run_1/met1.png
The bar under the picture is 50 um long.
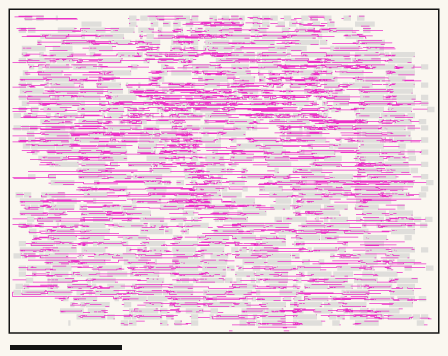
run_1/met2.png
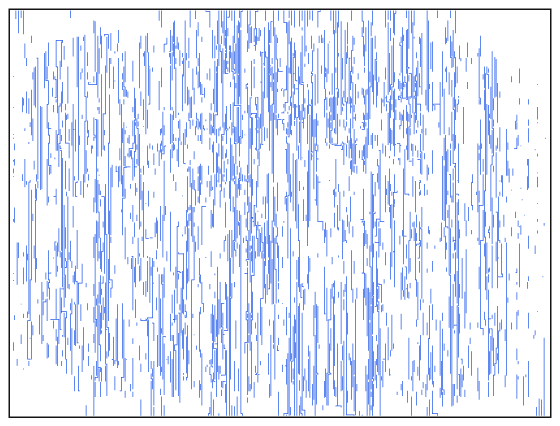
run_1/met3.png
The bar under the picture is 50 um long.
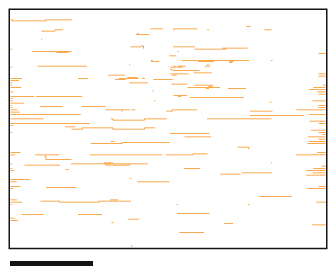
### src/rtl/instruction_fetch_unit_pkg.sv
// Shared constants and types for the instruction fetch unit: datapath width,
// reset PC, fetch FSM encoding and the PC step.
package instruction_fetch_unit_pkg;

  localparam int                IFU_DATA_WIDTH = 32;
  localparam logic [31:0]       IFU_RESET_PC   = 32'h0040_0000;
  localparam int                PC_INCR        = 4;

  typedef enum logic {
    IDLE  = 1'b0,
    FETCH = 1'b1
  } fetch_state_t;

endpackage

### src/rtl/instruction_fetch_unit_prefetch_queue.sv
// Synchronous FIFO holding {pc, instruction} entries between fetch and decode.
// Flush empties it in one clock; a push into a full queue is accepted only alongside a pop.
module instruction_fetch_unit_prefetch_queue #(
  parameter int WIDTH = 64,
  parameter int DEPTH = 4,
  localparam int AW   = $clog2(DEPTH),
  localparam int CW   = AW + 1
) (
  input  logic             clk,
  input  logic             reset,
  input  logic             flush,
  input  logic             push,
  input  logic             pop,
  input  logic [WIDTH-1:0] wdata,
  output logic [WIDTH-1:0] rdata,
  output logic             full,
  output logic             empty,
  output logic [CW-1:0]    count
);

  logic [WIDTH-1:0] mem [DEPTH];
  logic [AW-1:0]    head;
  logic [AW-1:0]    tail;
  logic             do_push;
  logic             do_pop;

  assign empty   = (count == '0);
  assign full    = (count == CW'(DEPTH));
  assign do_pop  = pop && !empty;
  assign do_push = push && (!full || do_pop);
  assign rdata   = mem[head];

  // Storage is cleared on reset so the head outputs read zero out of reset.
  always_ff @(posedge clk) begin
    if (reset) begin
      head  <= '0;
      tail  <= '0;
      count <= '0;
      for (int i = 0; i < DEPTH; i++) begin
        mem[i] <= '0;
      end
    end else if (flush) begin
      head  <= '0;
      tail  <= '0;
      count <= '0;
    end else begin
      if (do_push) begin
        mem[tail] <= wdata;
        tail      <= tail + 1'b1;
      end
      if (do_pop) begin
        head <= head + 1'b1;
      end
      case ({do_push, do_pop})
        2'b10:   count <= count + 1'b1;
        2'b01:   count <= count - 1'b1;
        default: count <= count;
      endcase
    end
  end

endmodule

### src/rtl/instruction_fetch_unit.sv
// Instruction fetch unit: owns the PC, reads the asynchronous ROM and buffers
// {PC, instruction} pairs in a prefetch queue feeding decode.
module instruction_fetch_unit
  import instruction_fetch_unit_pkg::*;
#(
  parameter int                    DATA_WIDTH  = IFU_DATA_WIDTH,
  parameter logic [DATA_WIDTH-1:0] RESET_PC    = IFU_RESET_PC,
  parameter int                    QUEUE_DEPTH = 4,
  localparam int                   CW          = $clog2(QUEUE_DEPTH) + 1
) (
  input  logic                  clk,
  input  logic                  reset,
  input  logic                  Run,
  input  logic                  Redirect,
  input  logic [DATA_WIDTH-1:0] RedirectPC,
  output logic [DATA_WIDTH-1:0] MemAddress,
  input  logic [DATA_WIDTH-1:0] MemInstruction,
  output logic                  InstrValid,
  input  logic                  InstrReady,
  output logic [DATA_WIDTH-1:0] InstrData,
  output logic [DATA_WIDTH-1:0] InstrPC,
  output logic [CW-1:0]         Occupancy,
  output fetch_state_t          state_dbg
);

  fetch_state_t                state_q;
  fetch_state_t                state_d;
  logic [DATA_WIDTH-1:0]       pc_q;
  logic [DATA_WIDTH-1:0]       redirect_target;
  logic [2*DATA_WIDTH-1:0]     head_entry;
  logic                        q_full;
  logic                        q_empty;
  logic                        push;
  logic                        pop;

  // Decode handshake: an entry transfers on any clock where InstrValid and
  // InstrReady are both high; while InstrValid is high and InstrReady low the
  // head (InstrData/InstrPC) is held unchanged.
  assign pop  = InstrValid && InstrReady;
  assign push = (state_q == FETCH) && !Redirect && (!q_full || pop);

  assign redirect_target = RedirectPC & ~DATA_WIDTH'(3);
  assign MemAddress      = pc_q;
  assign InstrValid      = !q_empty;
  assign InstrPC         = head_entry[2*DATA_WIDTH-1:DATA_WIDTH];
  assign InstrData       = head_entry[DATA_WIDTH-1:0];
  assign state_dbg       = state_q;

  always_ff @(posedge clk) begin
    if (reset) begin
      state_q <= IDLE;
    end else begin
      state_q <= state_d;
    end
  end

  always_comb begin
    state_d = state_q;
    case (state_q)
      IDLE:    if (Run)  state_d = FETCH;
      FETCH:   if (!Run) state_d = IDLE;
      default: state_d = IDLE;
    endcase
  end

  // Redirect outranks the sequential step; push is already suppressed then.
  always_ff @(posedge clk) begin
    if (reset) begin
      pc_q <= RESET_PC;
    end else if (Redirect) begin
      pc_q <= redirect_target;
    end else if (push) begin
      pc_q <= pc_q + DATA_WIDTH'(PC_INCR);
    end
  end

  instruction_fetch_unit_prefetch_queue #(
    .WIDTH (2 * DATA_WIDTH),
    .DEPTH (QUEUE_DEPTH)
  ) u_queue (
    .clk   (clk),
    .reset (reset),
    .flush (Redirect),
    .push  (push),
    .pop   (pop),
    .wdata ({pc_q, MemInstruction}),
    .rdata (head_entry),
    .full  (q_full),
    .empty (q_empty),
    .count (Occupancy)
  );

endmodule

### config.mk
export PLATFORM = sky130hd
export DESIGN_NAME = instruction_fetch_unit
export DESIGN_NICKNAME = d
export VERILOG_FILES = /design/src/rtl/instruction_fetch_unit_pkg.sv /design/src/rtl/instruction_fetch_unit_prefetch_queue.sv /design/src/rtl/instruction_fetch_unit.sv
export SDC_FILE = /design/constraint.sdc
export NUM_CORES = 1
export LEC_CHECK = 0
export CAP_MARGIN = 20
export CORE_ASPECT_RATIO = 0.75
export CORE_UTILIZATION = 51
export CTS_CLUSTER_SIZE = 40
export DETAILED_ROUTE_END_ITERATION = 8
export PLACE_DENSITY_LB_ADDON = 0.2
export SETUP_SLACK_MARGIN = 0.02
export SYNTH_ARGS = -nofsm -noshare
export SYNTH_HDL_FRONTEND = slang
export SYNTH_HIERARCHICAL = 1
export SYNTH_SLANG_ARGS = --single-unit
### constraint.sdc
create_clock -name clk -period 4.5 [get_ports clk]
set_input_delay 1.125 -clock clk [delete_from_list [all_inputs] [get_ports clk]]
set_output_delay 1.125 -clock clk [all_outputs]
set_load 0.01 [all_outputs]
==> flow_summary.toml, run 1 <==
# generated from flow reports
[placement]
globalplace.congestion = 0.768
dp.cells = 1400
placed_area_sq_um = 15700
io_buffer_count = 165
place_ws_ps = 593
hpwl_um = 19200

[finish]
instances_no_fill = 1456
mostFrequentLayoutCell = "edfxtp_1"
area.growth.synth_to_final_pct = 22.7
drive_gt1_share_pct = 14.9
final_cell_area_sq_um = 16700
layout_top_cells = "edfxtp_1 (256), and2_1 (195), clkdlybuf4s50_1 (164)"
nFillCells = 1901
mi_logic_area_sq_um = 4800
register_area_sq_um = 8500
final_nets = 1159
antennaDiodeCount = 0
fin_util_pct = 64.1

[grt]
antenna_found_initial = 0
grt_first_pass_wirelength_um = 48400
grtUsageTotal_pct = 23.5
grt-busiest-layer = "met2"
grt_overflow_total = 0
grt_max_degree = 65
grt_pass1_vias = 8394
met3_usage_pct = 3.25

[critical_path]
cpPeakStageDelay_ps = 650
crit_slowest_cell = "dfxtp_4"
start_kind = "register"
cp.arrival_ps = 2620
critPathRequiredTime_ps = 3380
path_class = "register to output port"
endpoint_kind = "output port"
worstPathCellList = "buf_4, mux4_2, clkdlybuf4s50_1"
cp_max_fo = 21

[timing]
setup_viol = 0
relSlewSlack_pct = 47.9
rsz0062_at_grt = "false"
worst_hold_slack_ps = 503
finalHoldViolCount = 0
fin_ws_ps = 754
finalCriticalPeriod_ps = 3750
fin_crit_sh_pct = 83.2
clock_skew_ps = 8.57
worst_pin_slew_ps = 782
drv_slew = 0
fmaxAchievable_ghz = 0.267
setup_tns_ps = 0

[synth]
yosys_area_sq_um = 13600
synth_area_sq_um = 13600
ys_warn_count = 6
logic_family = "simple AND/OR/NAND/NOR gates"
top_cell_area_share_pct = 56.3
ys_cells = 928
edf_count = 256
ys_types = 63
simple_gate_share_pct = 18.1
avgSynthCellArea_sq_um = 14.7
async_flop_share_pct = 0
top_cells_by_area = "edfxtp_1 (56%), mux4_2 (11%), and2_1 (8.9%)"
synth.ff_latch_count = 296
synth_adder_area_share_pct = 0.238
synthMuxAreaShare_pct = 10.6
synth_seq_share_pct = 62.2
synthXorXnorAreaFrac_pct = 0.834
syn_inst = 928
compound_area_share_pct = 4.77
ys.flop_type = "edfxtp_1"
synth_top_cell_by_area = "edfxtp_1"

[flow_run]
warning_count = 28
maxCapViolCount = 0

[drt]
wl_per_cell_um = 21.7
ant_nets = 0
first_iter_violations = 557
wirelength_met1_um = 14400
highest_layer = "met4"
dr.pass1.iters = 7
vias_per_cell = 5.74
dr_wl_met3_um = 1730
met2_length_um = 14800
drc = 0

[clock_tree]
clockBufferDepth = 3
clk_latency_ps = 550
cts_max_level = 1
clock-root-buffer = "clkbuf_16"
hold_buffers = 0
post_cts_buffers = 0
cts_num_sinks = 296
cts_resized = 0
path_clk_slew_ps = 60
numCtsBuffers = 30
cts_tree = "built"

[power_and_ir_drop]
ir_drop_mv = 0.260
leakage_nw = 5.74
finalPower_mw = 6.16
power_density_nw_per_um2 = 368

[floorplan]
die-area_sq_um = 27400
core_area_sq_um = 26100
num_rows = 51
fp_util_pct = 52.3
pin_count = 170
die_w_um = 191
die_y_um = 144

[run_status]
status = "finished, final reports clean"

[worst_hold_path]
hold_class = "register to register"
Back to the opening pictures, met1.png:
share of all routed wire: 46%
wire length on this layer: 14400 um
longest straight run: 46.5 um
main direction: horizontal
nets with wire on the layer: 1083
GR Layer Usage met1: 34.3%
DRT Wirelength: 31600 um
vias after detailed routing: 8356

Back to the opening pictures, met2.png:
share of all routed wire: 47%
wire length on this layer: 14800 um
longest straight run: 70.2 um
met2 Track Usage GR: 37.2%

Back to the opening pictures, met3.png:
main direction: horizontal
nets with wire on the layer: 124
longest straight run: 47.6 um

run 1: path summary, 6_finish.rpt:
path | startpoint | endpoint | slack (ps) | cells past startpoint
max | register | InstrPC[1] | 750 | 3
max reg2reg | u_queue/count[2] | u_queue/mem[3][50] | 1200 | 7
min | u_queue/tail[1] | u_queue/tail[1] | 500 | 2
min reg2reg | u_queue/tail[1] | u_queue/tail[1] | 500 | 2
run 1: flip-flops by register name, indices dropped and copies added (netlist names), named ones only:
signal and count:
u_queue/mem 256, state_dbg 1, u_queue/tail 2, u_queue/count 3, u_queue/head 2, MemAddress 30
run 1: cell usage after synthesis (3+ instances only):
cell type	instances
a211oi_1	14
a21o_1	5
a21oi_1	5
a311o_1	4
a311oi_1	11
a31oi_1	3
and2_1	195
and3_1	6
and4_1	5
and4b_1	3
buf_2	23
buf_6	9
clkbuf_1	32
clkbuf_2	6
dfxtp_1	40
edfxtp_1	256
inv_1	12
mux4_2	64
nand2_1	13
nand2b_1	4
nand3_1	13
nand4_1	11
nor2_1	31
nor2b_1	4
nor3_1	5
nor3b_1	62
nor4_1	3
o211ai_1	6
o21ai_0	5
o31ai_1	11
or2_2	3
or3_1	3
or4_1	11
xnor2_1	8
xor2_1	5
run 1: power breakdown:
part / switching [mW] / internal, mW / total, mW
clock network: 1.04 / 1.55 / 2.59
registers: 0.0738 / 3.08 / 3.15
logic: 0.195 / 0.214 / 0.409
total: 1.31 / 4.85 / 6.16
run 1: worst max-delay path, delay by kind of cell (launching register included):
kind / cells / cell delay, ps
muxes: 1 / 560
DFF: 1 / 650
buffers and inverters: 2 / 850
run 1: area by class of cell:
class                   count  share of cell area, %
clock buffers              35                   4.78
clock inverters            21                   1.35
inverters                  12                  0.269
multi-input cells         555                   28.7
flip-flops and latches    296                   50.7
well taps                 344                   2.57
repair buffers            193                   11.6
--- run 2 (diff from run 1) ---
==> constraint.sdc (replaced) <==
create_clock -name clk -period 3.3 [get_ports clk]
set_input_delay 0.825 -clock clk [delete_from_list [all_inputs] [get_ports clk]]
set_output_delay 0.825 -clock clk [all_outputs]
set_load 0.01 [all_outputs]
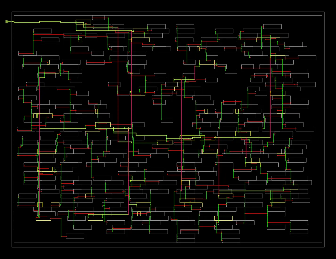
run_2/final_clocks.png
flop count: 296
TritonCTS Buffers: 29

==> run 2 against run 1 <==
Against the previous run: critical path depth unchanged; wire length about the same; register-to-register slack worse by 620 ps; clock-buffer cell count up 4; core utilization up 0.56 points; sequential share of layout area down 0.44 points.
==> flow_summary.toml, run 2 <==
# generated from flow reports
[timing]
finalCriticalPeriod_ps = 3150
worst_hold_slack_ps = 494
fin_crit_sh_pct = 95.4
rsz0062_at_grt = "false"
setup_tns_ps = 0
drv_slew = 0
fin_ws_ps = 151
finalHoldViolCount = 0
worst_pin_slew_ps = 607
setup_viol = 0
fmaxAchievable_ghz = 0.318
clock_skew_ps = 9.05
relSlewSlack_pct = 59.4

[drt]
vias_per_cell = 5.75
wl_per_cell_um = 21.6
drc = 0
dr.pass1.iters = 5
first_iter_violations = 538
ant_nets = 0

[worst_hold_path]
min_to = "u_queue/tail[1]"
min_path_cells = 2
hold_start = "u_queue/tail[1]"
hold_class = "register to register"

[clock_tree]
cts_num_sinks = 296
path_clk_slew_ps = 60
clk_latency_ps = 540
clock-root-buffer = "clkbuf_16"
cts_tree = "built"
clockBufferDepth = 3
cts_max_level = 1
hold_buffers = 0

[critical_path]
endpoint_kind = "output port"
cp_num_cells = 3
critPathRequiredTime_ps = 2470
cp.arrival_ps = 2320
cpPeakStageDelay_ps = 570
r2r-start = "u_queue/count[0]"
cp_max_fo = 9
r2r_setup_slack_ps = 580
crit_buf_inv = 2
worst-r2r-cell-count = 9
crit_slowest_cell = "mux4_2"
worstPathCellList = "buf_4, mux4_2, clkdlybuf4s50_1"
start_kind = "register"
path_class = "register to output port"
path_delay_family = "buffers and inverters"
rr_endpoint = "u_queue/count[1]"

[synth]
yosys-top-cells-count = "edfxtp_1 (256), and2_1 (195), mux4_2 (64)"
edf_count = 256
synth_top_cell_by_area = "edfxtp_1"
synth_adder_area_share_pct = 0.238
simple_gate_share_pct = 18.1
synth_area_sq_um = 13600
ys_cells = 928
yosys_area_sq_um = 13600
ys_types = 63
synth_top_cell_by_count = "edfxtp_1"
top_cell_area_share_pct = 56.3
synthXorXnorAreaFrac_pct = 0.834
synth.ff_latch_count = 296
logic_family = "simple AND/OR/NAND/NOR gates"
top_cells_by_area = "edfxtp_1 (56%), mux4_2 (11%), and2_1 (8.9%)"
synth_seq_share_pct = 62.2
compound_area_share_pct = 4.77
avgSynthCellArea_sq_um = 14.7
ys_warn_count = 6
synthMuxAreaShare_pct = 10.6
ys.flop_type = "edfxtp_1"
syn_inst = 928
async_flop_share_pct = 0

[finish]
drive_gt1_share_pct = 15.7
area.growth.synth_to_final_pct = 23.8
instances_no_fill = 1462
final_nets = 1167
mostFrequentLayoutCell = "edfxtp_1"
fin_util_pct = 64.7
layout_top_cells = "edfxtp_1 (256), and2_1 (195), clkdlybuf4s50_1 (164)"
largest_register_ffs = 256
largest-register = "u_queue/mem"
antennaDiodeCount = 0

[power_and_ir_drop]
power_density_nw_per_um2 = 494
ir_drop_mv = 0.401
leakage_nw = 5.80

[floorplan]
num_rows = 51
die_w_um = 191
core_area_sq_um = 26100
fp_util_pct = 52.3
die_y_um = 144
pin_count = 170
die-area_sq_um = 27400

[placement]
hpwl_um = 19700
place_ws_ps = 147
io_buffer_count = 165
dp.cells = 1408
globalplace.congestion = 0.825

[flow_run]
warning_count = 28
maxCapViolCount = 0

[grt]
grt_overflow_total = 0
gr-usage-met1_pct = 32.4
grt_first_pass_wirelength_um = 47700
antenna_found_initial = 0
grt_pass1_vias = 8301
grt_max_degree = 77
grtUsageTotal_pct = 23.2
grt_use_met2_pct = 37.9
grt-busiest-layer = "met2"

[run_status]
status = "finished, final reports clean"
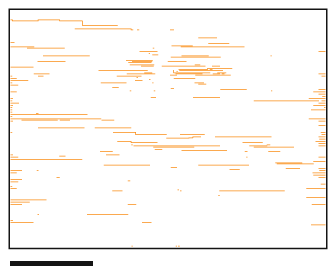
run_2/met3.png
The bar under the picture is 50 um long.
longest straight run: 54.5 um
share of all routed wire: 5.8%
nets with wire on the layer: 122
main direction: horizontal
DRT Wirelength: 31600 um
vias after detailed routing: 8405
M3 GR Usage: 3.59%

-- run 2: logic make-up after synthesis --
kind of cell               Yosys count
AOI/OAI and AO/OA                   81
xor gates and xnor gates            13
adders and majority gates            2
buffers and inverters               86
DFF                                296
muxes                               65
other                                1
and+or+nand+nor                    384
-- run 2: layout make-up --
type / count / area, sq um
repair buffers: 202 / 2100
clock buffers: 39 / 843
fillers: 1924 / 9210
well taps: 344 / 430
flip-flops and latches: 296 / 8500
clock inverters: 14 / 174
inverters: 12 / 45.0
multi-input cells: 555 / 4800
-- run 2: worst min-delay path: cells and delay by family (launching register included) --
family | cells | cell delay, ps
DFF | 1 | 330
and+or+nand+nor | 1 | 70
AOI/OAI and AO/OA | 1 | 50
-- run 2: metal layers --
metal / part of all wire, % / vias up / wire length [um]
li1: - / 3884 / -
met1: 44 / 4206 / 13900
met2: 48 / 264 / 15100
met3: 5.8 / 51 / 1830
met4: 2.3 / 0 / 739
met5: 0 / - / 0
-- run 2: power breakdown --
part	internal, mW	total [mW]	switching, mW	leakage (nW)
Combinational	0.295	0.559	0.265	2.32
Sequential	4.20	4.30	0.102	2.98
Clock	2.10	3.47	1.38	0.505
Total	6.59	8.34	1.74	5.80
-- run 2: per-stage QoR --
stage	area [sq um]	power, mW
finish	16900	8.34
detailed placement	15900	4.95
floorplan	13700	4.60
global placement	15900	4.94
global route	16900	8.58
CTS	16900	8.40
-- run 2: worst max path at each step --
stage                          start                to  slack (ps)
after floorplan             Redirect  u_queue/count[1]          30
after global placement    InstrReady  u_queue/count[1]         180
after detailed placement  InstrReady  u_queue/count[1]         150
after CTS                   register      InstrData[5]         120
after global routing        register      InstrData[5]          70
final                       register      InstrData[5]         150
-- run 2: what timing repair did --
item,CTS,global route
resized,0,0
setup endpoints to repair,5,0
setup buffers,1,0
Power is estimated from default activity; no workload was simulated.
